pdn.png
The bar under the picture is 20 µm long. Pins as bars on the die edge.
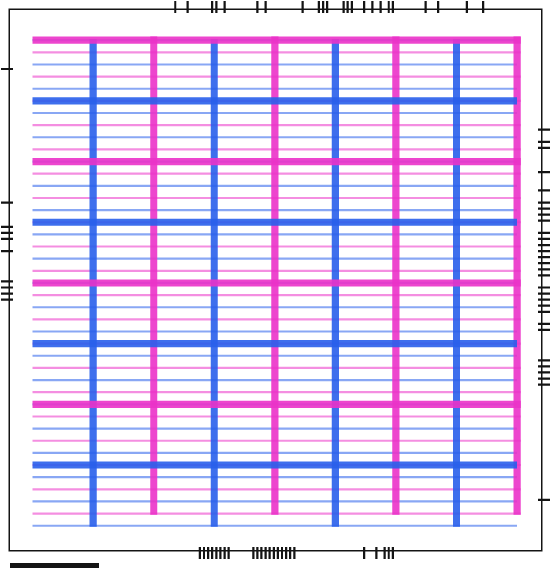
cell_classes.png
The bar under the picture is 20 µm long.
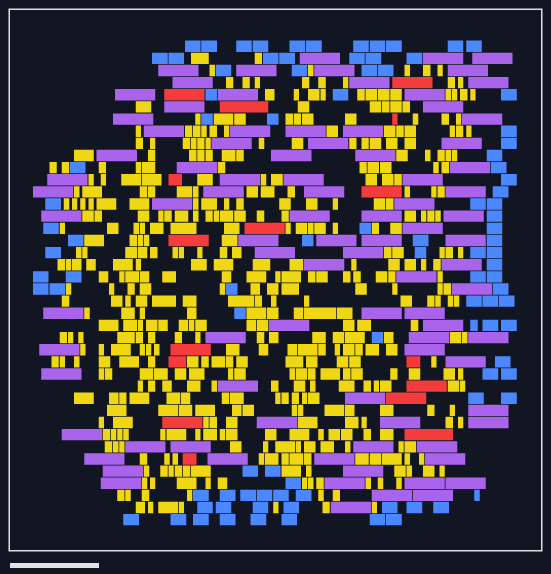
clock_map.png
The bar under the picture is 20 µm long.
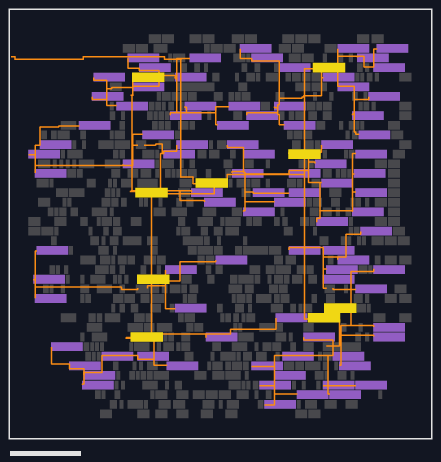
metal_stack.png
Two of the layers only.
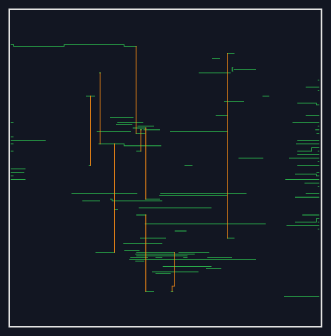
<file path="src/rtl/seq_div_32by16.sv">
// Sequential restoring divider: 32-bit dividend by 16-bit divisor, one quotient
// bit per clock, with start/busy/done handshake and divide-by-zero/overflow flags.
module seq_div_32by16 (
  input  logic        clk,
  input  logic        rst_n,
  input  logic        start,
  input  logic [31:0] DIVIDEND,
  input  logic [15:0] DIVISOR,
  output logic [15:0] Q,
  output logic [15:0] R,
  output logic        busy,
  output logic        done,
  output logic        dz,
  output logic        ovf
);

  typedef enum logic [1:0] {
    IDLE,
    CALC,
    FINISH
  } state_t;

  state_t      r_state;
  logic [15:0] r_dreg;
  logic [15:0] r_rem;
  logic [15:0] r_qsh;
  logic [3:0]  r_cnt;
  logic [15:0] r_q;
  logic [15:0] r_r;
  logic        r_busy;
  logic        r_done;
  logic        r_dz;
  logic        r_ovf;

  logic [16:0] w_trial;
  logic        w_ge;
  logic [15:0] w_diff;
  logic [15:0] w_remNext;
  logic [15:0] w_qshNext;

  // rem < dreg holds throughout CALC, so the difference always fits in 16 bits
  assign w_trial   = {r_rem, r_qsh[15]};
  assign w_ge      = (w_trial >= {1'b0, r_dreg});
  assign w_diff    = w_trial[15:0] - r_dreg;
  assign w_remNext = w_ge ? w_diff : w_trial[15:0];
  assign w_qshNext = {r_qsh[14:0], w_ge};

  always_ff @(posedge clk or negedge rst_n) begin
    if (!rst_n) begin
      r_state <= IDLE;
      r_dreg  <= 16'h0000;
      r_rem   <= 16'h0000;
      r_qsh   <= 16'h0000;
      r_cnt   <= 4'd0;
      r_q     <= 16'h0000;
      r_r     <= 16'h0000;
      r_busy  <= 1'b0;
      r_done  <= 1'b0;
      r_dz    <= 1'b0;
      r_ovf   <= 1'b0;
    end else begin
      case (r_state)
        IDLE: begin
          r_done <= 1'b0;
          if (start) begin
            r_dreg <= DIVISOR;
            r_dz   <= 1'b0;
            r_ovf  <= 1'b0;
            if (DIVISOR == 16'h0000) begin
              r_dz    <= 1'b1;
              r_q     <= 16'hFFFF;
              r_r     <= 16'h0000;
              r_done  <= 1'b1;
              r_state <= FINISH;
            end else if (DIVIDEND[31:16] >= DIVISOR) begin
              r_ovf   <= 1'b1;
              r_q     <= 16'hFFFF;
              r_r     <= 16'h0000;
              r_done  <= 1'b1;
              r_state <= FINISH;
            end else begin
              r_rem   <= DIVIDEND[31:16];
              r_qsh   <= DIVIDEND[15:0];
              r_cnt   <= 4'd0;
              r_busy  <= 1'b1;
              r_state <= CALC;
            end
          end
        end
        CALC: begin
          r_rem <= w_remNext;
          r_qsh <= w_qshNext;
          r_cnt <= r_cnt + 4'd1;
          if (r_cnt == 4'd15) begin
            r_q     <= w_qshNext;
            r_r     <= w_remNext;
            r_busy  <= 1'b0;
            r_done  <= 1'b1;
            r_state <= FINISH;
          end
        end
        FINISH: begin
          r_done  <= 1'b0;
          r_state <= IDLE;
        end
        default: begin
          r_busy  <= 1'b0;
          r_done  <= 1'b0;
          r_state <= IDLE;
        end
      endcase
    end
  end

  assign Q    = r_q;
  assign R    = r_r;
  assign busy = r_busy;
  assign done = r_done;
  assign dz   = r_dz;
  assign ovf  = r_ovf;

endmodule
</file>
<file path="config.mk">
export PLATFORM = sky130hd
export DESIGN_NAME = seq_div_32by16
export DESIGN_NICKNAME = d
export VERILOG_FILES = /design/src/rtl/seq_div_32by16.sv
export SDC_FILE = /design/constraint.sdc
export NUM_CORES = 1
export LEC_CHECK = 0
export CAP_MARGIN = 25
export CORE_AREA = 5 5 114 116
export DETAILED_ROUTE_END_ITERATION = 10
export DIE_AREA = 0 0 119 121
export HOLD_SLACK_MARGIN = 0.15
export PLACE_DENSITY = 0.65
export RECOVER_POWER = 25
export SKIP_CTS_REPAIR_TIMING = 1
export SYNTH_ARGS = -nofsm -noshare
export SYNTH_HDL_FRONTEND = slang
export SYNTH_SLANG_ARGS = --single-unit
export TNS_END_PERCENT = 20
</file>
<file path="constraint.sdc">
create_clock -name clk -period 7.3 [get_ports clk]
set_clock_uncertainty 0.2 [all_clocks]
set_input_delay 2.19 -clock clk [delete_from_list [all_inputs] [get_ports clk]]
set_output_delay 2.19 -clock clk [all_outputs]
set_load 0.005 [all_outputs]
</file>
==> impl_metrics.yaml <==
# physical design summary
power:
  clkPwrFrac: 0.151
  clk-power_w: 0.000513
  ir_worst_vdd_uv: 246
  p_leak_nw: 2.85
  p_seq_frac: 0.264
  p_total_w: 0.00340
  powerComb_w: 0.00199
global_route:
  grt-ovfl-total: 0
  grt_max_degree: 62
  grt_pass1_wl_mm: 24.1
  top_usage_layer: "met2"
  track_usage: 0.210
status:
  violations: "capacitance limit, slew limit"
  status: "finished, violations left"
finish:
  layout.nets: 736
  lay_top_cells: "dfrtp_1 (90), clkdlybuf4s50_1 (85), nand2_1 (73)"
  sh_comb_area: 0.410
  comb_area_um2: 2670
  largest_class: "multi-input combinational cells"
  buffers: 96
yosys:
  area_leaders: "dfrtp_1 (43%), ha_1 (7.9%), a22oi_1 (6.2%), o21ai_0 (6.0%), nand2_1 (5.3%)"
  top_area_cell: "dfrtp_1"
  ys_cells: 580
  yosys-top-cells-count: "dfrtp_1 (90), nand2_1 (73), o21ai_0 (63)"
  most_common_cell: "dfrtp_1"
  syn_avg_cell_area_um2: 9.00
  synth_cell_type_count: 54
  syn_area_um2: 5220
  syn-num-nets: 665
  adder_share: 0.0830
timing:
  rsz0062_at_grt: "no"
  finalSetupViolations: 0
  fmax_ghz: 0.188
  finalCritPeriodShare: 0.729
  tightest_slew_ns: 1.71
  final_max_slew_viol_count: 93
  hold_ws_ns: 0.280
die:
  fp_util: 0.442
  fp.dieW_um: 119
worst_setup_path:
  path_class: "in2reg"
  cp-end-kind: "register"
  cp_data_arrival_time_ns: 5.36
  crit_path_start_kind: "input pin"
  path_buffers: 3
  cpMostUsedCell: "a21o_1"
clocking:
  cts_buffer_depth: 2
  path_clk_slew_ns: 0.07
  clockRootBuffer: "clkbuf_16"
detailed_routing:
  viasPerCell: 5.82
  route.detailed.drc: 0
  routed_wl_mm: 15.0
  ant_nets: 0
job:
  maxCapViolCount: 2
  warnings: 26
hold_path:
  hold_path.class: "reg2reg"
placed_design:
  placed_cells: 787
  place_area_um2: 6200
Notes on pdn.png above:
Key: magenta = VDD; blue = VSS
41 met1 rails follow the rows. The core has 40 rows. 8 straps on met5.

Notes on cell_classes.png above:
Key: purple = flops [cells 90, share of their area 36%]; blue = other buffers and delay cells [cells 96, share of their area 15%]; red = clock drivers and dummy loads [cells 16, share of their area 5.2%]; yellow = all other logic [cells 454, share of their area 45%]

Notes on clock_map.png above:
Key: purple = flip-flops [count 90]; orange = clock wires [length 1160 µm]; yellow = cells driving clock nets [count 9]
There are 10 routed clock nets.

Notes on metal_stack.png above:
Key: orange = met4 [wire length 280 µm]; green = met3 [wire length 840 µm]

-- kinds of logic after synthesis --
kind of cell | count (synthesis)
mux | 9
compound gates | 207
fa+ha+maj | 34
buf+inv | 78
simple gates | 150
flops | 90
xor+xnor | 12
-- worst paths after layout --
check	endpoint	from	slack, ns	depth (start not counted)
setup / recovery	r_rem[12]$_DFFE_PN0P_	DIVISOR[13]	1.98	11
hold / removal	R[10]$_DFFE_PN0P_	R[10]$_DFFE_PN0P_	0.28	2
setup reg to reg	r_rem[10]$_DFFE_PN0P_	r_rem[9]$_DFFE_PN0P_	3.87	9
hold reg to reg	R[10]$_DFFE_PN0P_	R[10]$_DFFE_PN0P_	0.28	2
max in group asynchronous	r_state[1]$_DFFE_PN0P_	rst_n	2.56	2
min in group asynchronous	R[5]$_DFFE_PN0P_	rst_n	2.08	1
Power figures rest on the tool's default switching activity, not on a simulated workload.
